m1.png
The bar under the picture is 50 um long.
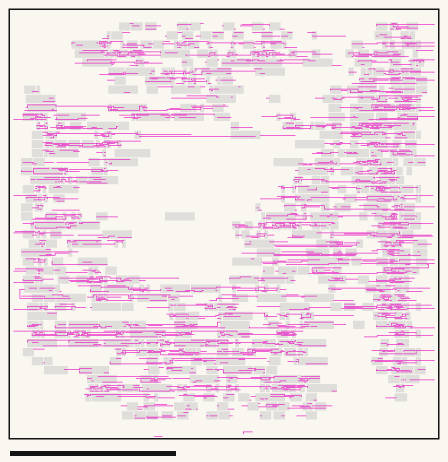
m2.png
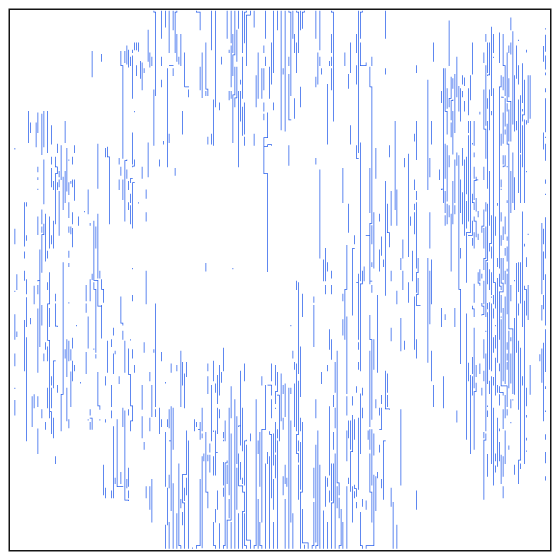
m3.png
The bar under the picture is 50 um long.
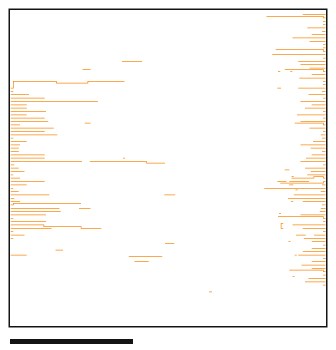
clock_nets.png
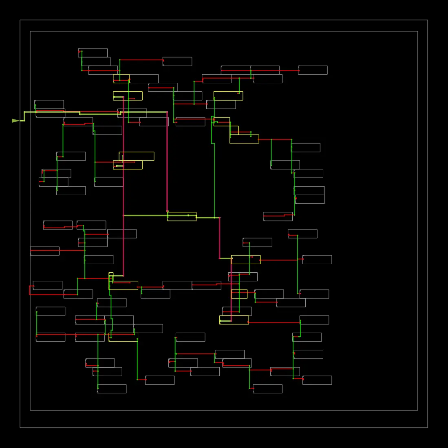
<file path="src/rtl/riscv_lsu_pkg.sv">
// riscv_lsu_pkg: shared definitions for the load/store unit.
// Reuses the cache write-width codes (`CACHE_D_WRITE_*) when the surrounding
// build already defines them; otherwise they are supplied here.
// Optional feature macro: LSU_MISALIGN_TRAP_EN (see riscv_lsu_align).

`ifndef CACHE_D_WRITE_LEN
`define CACHE_D_WRITE_LEN 2
`endif
`ifndef CACHE_D_WRITE_SW
`define CACHE_D_WRITE_SW 2'b00
`endif
`ifndef CACHE_D_WRITE_SH
`define CACHE_D_WRITE_SH 2'b01
`endif
`ifndef CACHE_D_WRITE_SB
`define CACHE_D_WRITE_SB 2'b10
`endif

package riscv_lsu_pkg;

  // LSU FSM state encodings
  typedef enum logic [1:0] {
    LSU_IDLE   = 2'd0,
    LSU_ACCESS = 2'd1,
    LSU_RESP   = 2'd2
  } lsu_state_e;

  // RV32I load/store width encodings (funct3)
  localparam logic [2:0] F3_B  = 3'b000;
  localparam logic [2:0] F3_H  = 3'b001;
  localparam logic [2:0] F3_W  = 3'b010;
  localparam logic [2:0] F3_BU = 3'b100;
  localparam logic [2:0] F3_HU = 3'b101;

  // Response cause codes
  localparam logic [1:0] CAUSE_NONE     = 2'b00;
  localparam logic [1:0] CAUSE_MISALIGN = 2'b01;
  localparam logic [1:0] CAUSE_RANGE    = 2'b10;
  localparam logic [1:0] CAUSE_ILLEGAL  = 2'b11;

  // Map a funct3 width onto the cache write-width code; anything that is
  // not a byte or half access uses the word code (also the idle value).
  function automatic logic [`CACHE_D_WRITE_LEN-1:0] write_code(input logic [2:0] f3);
    logic [`CACHE_D_WRITE_LEN-1:0] code;
    case (f3)
      F3_B, F3_BU: code = `CACHE_D_WRITE_SB;
      F3_H, F3_HU: code = `CACHE_D_WRITE_SH;
      default:     code = `CACHE_D_WRITE_SW;
    endcase
    return code;
  endfunction

endpackage

</file>
<file path="src/rtl/riscv_lsu_align.sv">
// riscv_lsu_align: combinational datapath of the LSU.
// - store lane replication and fault classification for the incoming request
// - lane extraction and sign/zero extension for the latched load
// Misalignment trapping exists only when LSU_MISALIGN_TRAP_EN is defined;
// otherwise misaligned H/W accesses proceed and the low address bits are
// simply not used for lane selection.

module riscv_lsu_align
  import riscv_lsu_pkg::*;
#(
  parameter int unsigned DMEM_SIZE_BYTES = 32'd65536
) (
  input  logic        req_is_store,
  input  logic [2:0]  req_funct3,
  input  logic [31:0] req_addr,
  input  logic [31:0] req_wdata,
  output logic [31:0] store_data,
  output logic        fault,
  output logic [1:0]  cause,
  input  logic [2:0]  ld_funct3,
  input  logic [1:0]  ld_addr_lo,
  input  logic [31:0] ld_raw,
  output logic [31:0] ld_data
);

  logic        illegal_s;
  logic        range_s;
  logic        misalign_s;
  logic [7:0]  ld_byte_s;
  logic [15:0] ld_half_s;

  // Classify the request: illegal width, out-of-range address, misalignment
  always_comb begin
    illegal_s  = 1'b0;
    misalign_s = 1'b0;
    case (req_funct3)
      F3_B, F3_H, F3_W: illegal_s = 1'b0;
      F3_BU, F3_HU:     illegal_s = req_is_store;
      default:          illegal_s = 1'b1;
    endcase
    range_s = ({1'b0, req_addr} >= 33'(DMEM_SIZE_BYTES));
`ifdef LSU_MISALIGN_TRAP_EN
    case (req_funct3)
      F3_H, F3_HU: misalign_s = req_addr[0];
      F3_W:        misalign_s = (req_addr[1:0] != 2'b00);
      default:     misalign_s = 1'b0;
    endcase
`else
    misalign_s = 1'b0;
`endif
  end

  // Fault priority: illegal funct3 > out of range > misaligned
  always_comb begin
    fault = 1'b1;
    cause = CAUSE_NONE;
    if (illegal_s) begin
      cause = CAUSE_ILLEGAL;
    end else if (range_s) begin
      cause = CAUSE_RANGE;
    end else if (misalign_s) begin
      cause = CAUSE_MISALIGN;
    end else begin
      fault = 1'b0;
    end
  end

  // Replicate sub-word store data across all lanes; the cache picks the lane
  always_comb begin
    case (req_funct3)
      F3_B:    store_data = {4{req_wdata[7:0]}};
      F3_H:    store_data = {2{req_wdata[15:0]}};
      default: store_data = req_wdata;
    endcase
  end

  // Pick the addressed byte/half from the read word and extend it
  always_comb begin
    case (ld_addr_lo)
      2'd0:    ld_byte_s = ld_raw[7:0];
      2'd1:    ld_byte_s = ld_raw[15:8];
      2'd2:    ld_byte_s = ld_raw[23:16];
      default: ld_byte_s = ld_raw[31:24];
    endcase
    if (ld_addr_lo[1]) begin
      ld_half_s = ld_raw[31:16];
    end else begin
      ld_half_s = ld_raw[15:0];
    end
    case (ld_funct3)
      F3_B:    ld_data = {{24{ld_byte_s[7]}}, ld_byte_s};
      F3_BU:   ld_data = {24'h00_0000, ld_byte_s};
      F3_H:    ld_data = {{16{ld_half_s[15]}}, ld_half_s};
      F3_HU:   ld_data = {16'h0000, ld_half_s};
      default: ld_data = ld_raw;
    endcase
  end

endmodule

</file>
<file path="src/rtl/riscv_lsu.sv">
// riscv_lsu: load/store unit in front of the data cache.
// One op in flight: IDLE -> ACCESS (address to cache) -> RESP (formatted
// response), with back-to-back acceptance from RESP for 2-cycle throughput.
// Optional feature macro: LSU_MISALIGN_TRAP_EN (misaligned H/W faults).

module riscv_lsu
  import riscv_lsu_pkg::*;
#(
  parameter int unsigned DMEM_SIZE_BYTES = 32'd65536,
  parameter logic [31:0] RESET_RDATA     = 32'h0000_0000
) (
  input  logic                          clk,
  input  logic                          rst,
  input  logic                          req_valid,
  output logic                          req_ready,
  input  logic                          req_is_store,
  input  logic [2:0]                    req_funct3,
  input  logic [31:0]                   req_addr,
  input  logic [31:0]                   req_wdata,
  output logic                          resp_valid,
  input  logic                          resp_ready,
  output logic [31:0]                   resp_rdata,
  output logic                          resp_fault,
  output logic [1:0]                    resp_cause,
  output logic                          cache_d_write_en,
  output logic [`CACHE_D_WRITE_LEN-1:0] cache_d_write,
  output logic [31:0]                   cache_addr,
  output logic [31:0]                   cache_data_to_cache,
  input  logic [31:0]                   cache_data_out
);

  lsu_state_e  state_r;
  lsu_state_e  state_s;
  logic        accept_s;

  logic [31:0] addr_r;
  logic        is_store_r;
  logic [2:0]  funct3_r;
  logic [31:0] wdata_r;
  logic        fault_r;
  logic [1:0]  cause_r;

  logic [31:0] store_data_s;
  logic        fault_s;
  logic [1:0]  cause_s;
  logic [31:0] ld_data_s;

  riscv_lsu_align #(
    .DMEM_SIZE_BYTES(DMEM_SIZE_BYTES)
  ) u_align (
    .req_is_store(req_is_store),
    .req_funct3  (req_funct3),
    .req_addr    (req_addr),
    .req_wdata   (req_wdata),
    .store_data  (store_data_s),
    .fault       (fault_s),
    .cause       (cause_s),
    .ld_funct3   (funct3_r),
    .ld_addr_lo  (addr_r[1:0]),
    .ld_raw      (cache_data_out),
    .ld_data     (ld_data_s)
  );

  // Ready in IDLE, or in RESP when the response is consumed this cycle
  assign req_ready = (state_r == LSU_IDLE) | ((state_r == LSU_RESP) & resp_ready);
  assign accept_s  = req_valid & req_ready;

  // Next-state logic
  always_comb begin
    state_s = state_r;
    case (state_r)
      LSU_IDLE: begin
        if (req_valid) begin
          state_s = LSU_ACCESS;
        end else begin
          state_s = LSU_IDLE;
        end
      end
      LSU_ACCESS: state_s = LSU_RESP;
      LSU_RESP: begin
        if (resp_ready & req_valid) begin
          state_s = LSU_ACCESS;
        end else if (resp_ready) begin
          state_s = LSU_IDLE;
        end else begin
          state_s = LSU_RESP;
        end
      end
      default: state_s = LSU_IDLE;
    endcase
  end

  // State register; reset discards any op in flight
  always_ff @(posedge clk or posedge rst) begin
    if (rst) begin
      state_r <= LSU_IDLE;
    end else begin
      state_r <= state_s;
    end
  end

  // Capture the accepted op together with its fault classification
  always_ff @(posedge clk or posedge rst) begin
    if (rst) begin
      addr_r     <= 32'h0000_0000;
      is_store_r <= 1'b0;
      funct3_r   <= F3_W;
      wdata_r    <= 32'h0000_0000;
      fault_r    <= 1'b0;
      cause_r    <= CAUSE_NONE;
    end else if (accept_s) begin
      addr_r     <= req_addr;
      is_store_r <= req_is_store;
      funct3_r   <= req_funct3;
      wdata_r    <= store_data_s;
      fault_r    <= fault_s;
      cause_r    <= cause_s;
    end
  end

  // Cache side: write strobe only in ACCESS for a non-faulting store
  assign cache_d_write_en    = (state_r == LSU_ACCESS) & is_store_r & ~fault_r;
  assign cache_d_write       = write_code(funct3_r);
  assign cache_addr          = addr_r;
  assign cache_data_to_cache = wdata_r;

  // Response side: load data only for a non-faulting load in RESP
  always_comb begin
    resp_valid = (state_r == LSU_RESP);
    resp_fault = 1'b0;
    resp_cause = CAUSE_NONE;
    resp_rdata = RESET_RDATA;
    if (resp_valid) begin
      resp_fault = fault_r;
      resp_cause = cause_r;
      if (~is_store_r & ~fault_r) begin
        resp_rdata = ld_data_s;
      end else begin
        resp_rdata = RESET_RDATA;
      end
    end else begin
      resp_rdata = RESET_RDATA;
    end
  end

endmodule

</file>
<file path="config.mk">
export PLATFORM = sky130hd
export DESIGN_NAME = riscv_lsu
export DESIGN_NICKNAME = d
export VERILOG_FILES = /design/src/rtl/riscv_lsu_pkg.sv /design/src/rtl/riscv_lsu_align.sv /design/src/rtl/riscv_lsu.sv
export SDC_FILE = /design/constraint.sdc
export NUM_CORES = 1
export LEC_CHECK = 0
export CORE_MARGIN = 3
export CORE_UTILIZATION = 25
export DETAILED_ROUTE_END_ITERATION = 10
export PLACE_DENSITY = 0.58
export SLEW_MARGIN = 20
export SYNTH_ARGS = -nofsm -noshare
export SYNTH_HDL_FRONTEND = slang
export SYNTH_SLANG_ARGS = --single-unit
</file>
<file path="constraint.sdc">
create_clock -name clk -period 2 [get_ports clk]
set_input_delay 0.3 -clock clk [delete_from_list [all_inputs] [get_ports clk]]
set_output_delay 0.3 -clock clk [all_outputs]
set_load 0.005 [all_outputs]
</file>
==> impl_metrics.csv <==
group,metric,value,unit
place,place_area,6300,um2
power,powerComb,2640,uW
critical_path,crit_end,"resp_rdata[14]",
final_layout,final_common_cell,"clkdlybuf4s50_1",
yosys,async_reset_ff_share,100,%
min_path,min_path_type,"primary input to async pin",
floorplanning,core_util_floorplan,25.7,%
global_routing,grt_pass1_vias,4023,
power,switchingPower,1930,uW
critical_path,crit_path_max_fanout,5,
yosys,ys_area,3760,um2
route,met2WireLength,6.48,mm
power,switching_share,30.2,%
critical_path,worst_setup_path_end_kind,"output pin",
sta,setup_violations,31,
sta,tns,-6530,ps
final_layout,finalNonFillerCells,863,
sta,layout_min_cycle_time,2310,ps
final_layout,buffers_excl_clock,266,
critical_path,r2r_cells,8,
power,comb_power_share,41.4,%
yosys,area_leaders,"dfrtp_1 47%, nand2_1 17%, mux2i_1 8.8%",
sta,finalClockPeriodUsage,116,%
yosys,ys_types,40,
floorplanning,coreArea,14600,um2
critical_path,worstSetupPathType,"primary input to output pin",
final_layout,area.combinational,1940,um2
power,total_power,6380,uW
yosys,synth_flops,72,
power,seq_cell_power,2090,uW
yosys,synthTopCellsByCount,"168 x nand2_1, 71 x dfrtp_1, 33 x mux2i_1, 33 x o21ai_0, 16 x a21o_1",
clock_tree,cts_tree,"done",
yosys,fp_nets,530,
final_layout,fill_cells,1379,
floorplanning,fp.dieH,129,um
power,p_clk_share,25.8,%
place,place.gp.congestion,0.899,
power,p_leak,0.00334,uW
final_layout,antenna_cells,0,
outcome,violations,"negative setup slack",
clock_tree,h-tree-depth,3,
final_layout,stdcell_area,6820,um2
power,internal_power,4450,uW
yosys,post_synth_instance_area,3760,um2
critical_path,timing.rr.end,"cache_data_to_cache[6]",
flow_run,warnings,28,
floorplanning,die_area,16600,um2
yosys,synth-edff-count,0,
global_routing,antenna_found_initial,0,
route,ant_nets,0,
clock_tree,cts_buffer_depth,2,
yosys,adder_share,0,%
clock_tree,root_buffer,"clkbuf_16",
place,dp.cells,827,
final_layout,comb_share,28.4,%
power,p_per_area,936,nW/um2
floorplanning,dieWidth,129,um
final_layout,lay_top_cells,"169 x clkdlybuf4s50_1, 166 x nand2_1, 71 x dfrtp_1",
sta,maxSlewHeadroom,73.7,%
yosys,simple_gate_share,22.9,%
global_routing,track_usage,16.1,%
clock_tree,post-cts-setup-buffers,16,
route,wl_per_cell,15.9,um
critical_path,worstSetupStartpoint,"cache_data_out[31]",
global_routing,grt_busiest_layer,"met2",
final_layout,drive_above_1_share,22.2,%
critical_path,cp-start-kind,"primary input",
place,dpl_worst_slack,-560,ps
route,viasPerCell,4.56,
power,seqPwrFrac,32.8,%
outcome,status,"finished with violations",
critical_path,path_buffers,3,
yosys,top_cell,"nand2_1",
floorplanning,io_pins,208,
global_routing,grt_max_degree,73,
critical_path,cp_data_required_time,1700,ps
flow_run,maxCapViolations,0,
power,power_leader,"combinational cells",
sta,worst_slack,-313,ps
route,drt_pass1_iterations,4,
sta,drv_slew,0,
final_layout,clkbuf_count,13,
critical_path,slowest_delay,500,ps
final_layout,logic_gates,320,
power,max-vdd-ir-drop,401,uV
critical_path,cp_top_family,"buffers and inverters",
final_layout,seq-cell-share,26.4,%
clock_tree,cts.clk_slew.worst_paths,60,ps
final_layout,buffer_area_share,36.9,%
final_layout,largest_cell_class,"buffers",
yosys,muxShareOfSynthArea,11.5,%
critical_path,crit_path_cell_trace,"clkdlybuf4s50_1, mux4_2, nor2b_4, o31ai_4, buf_4, nor2_2, buf_2",
route,wirelength_met1,5.70,mm
floorplanning,num_tap_cells,184,
global_routing,grt_pass1_wl,21.1,mm
## Picture notes: m1.png
The longest straight run is 35.0 um. 673 nets have wire on it. The wires run mostly horizontal. The layer holds 41% of the routed length.
met1 Use GR: 19.8%
Vias: 3937
overall routed net length: 13.7 mm

## Picture notes: m2.png
The layer carries 6480 um of wire. The longest straight run is 46.2 um. The layer holds 47% of the routed length.
met2 Usage GRT: 26.3%

## Picture notes: m3.png
The wires run mostly horizontal. The layer holds 8.7% of the routed length. The longest straight run is 35.2 um. 143 nets have wire on it. The layer carries 1200 um of wire.

## Picture notes: clock_nets.png
skew final: 8.52 ps
Seq cells: 72
Clock Sinks: 72
Insertion Delay late pin: 330 ps
Clk. pwr: 1650 uW

Power and IR drop assume default switching activity.
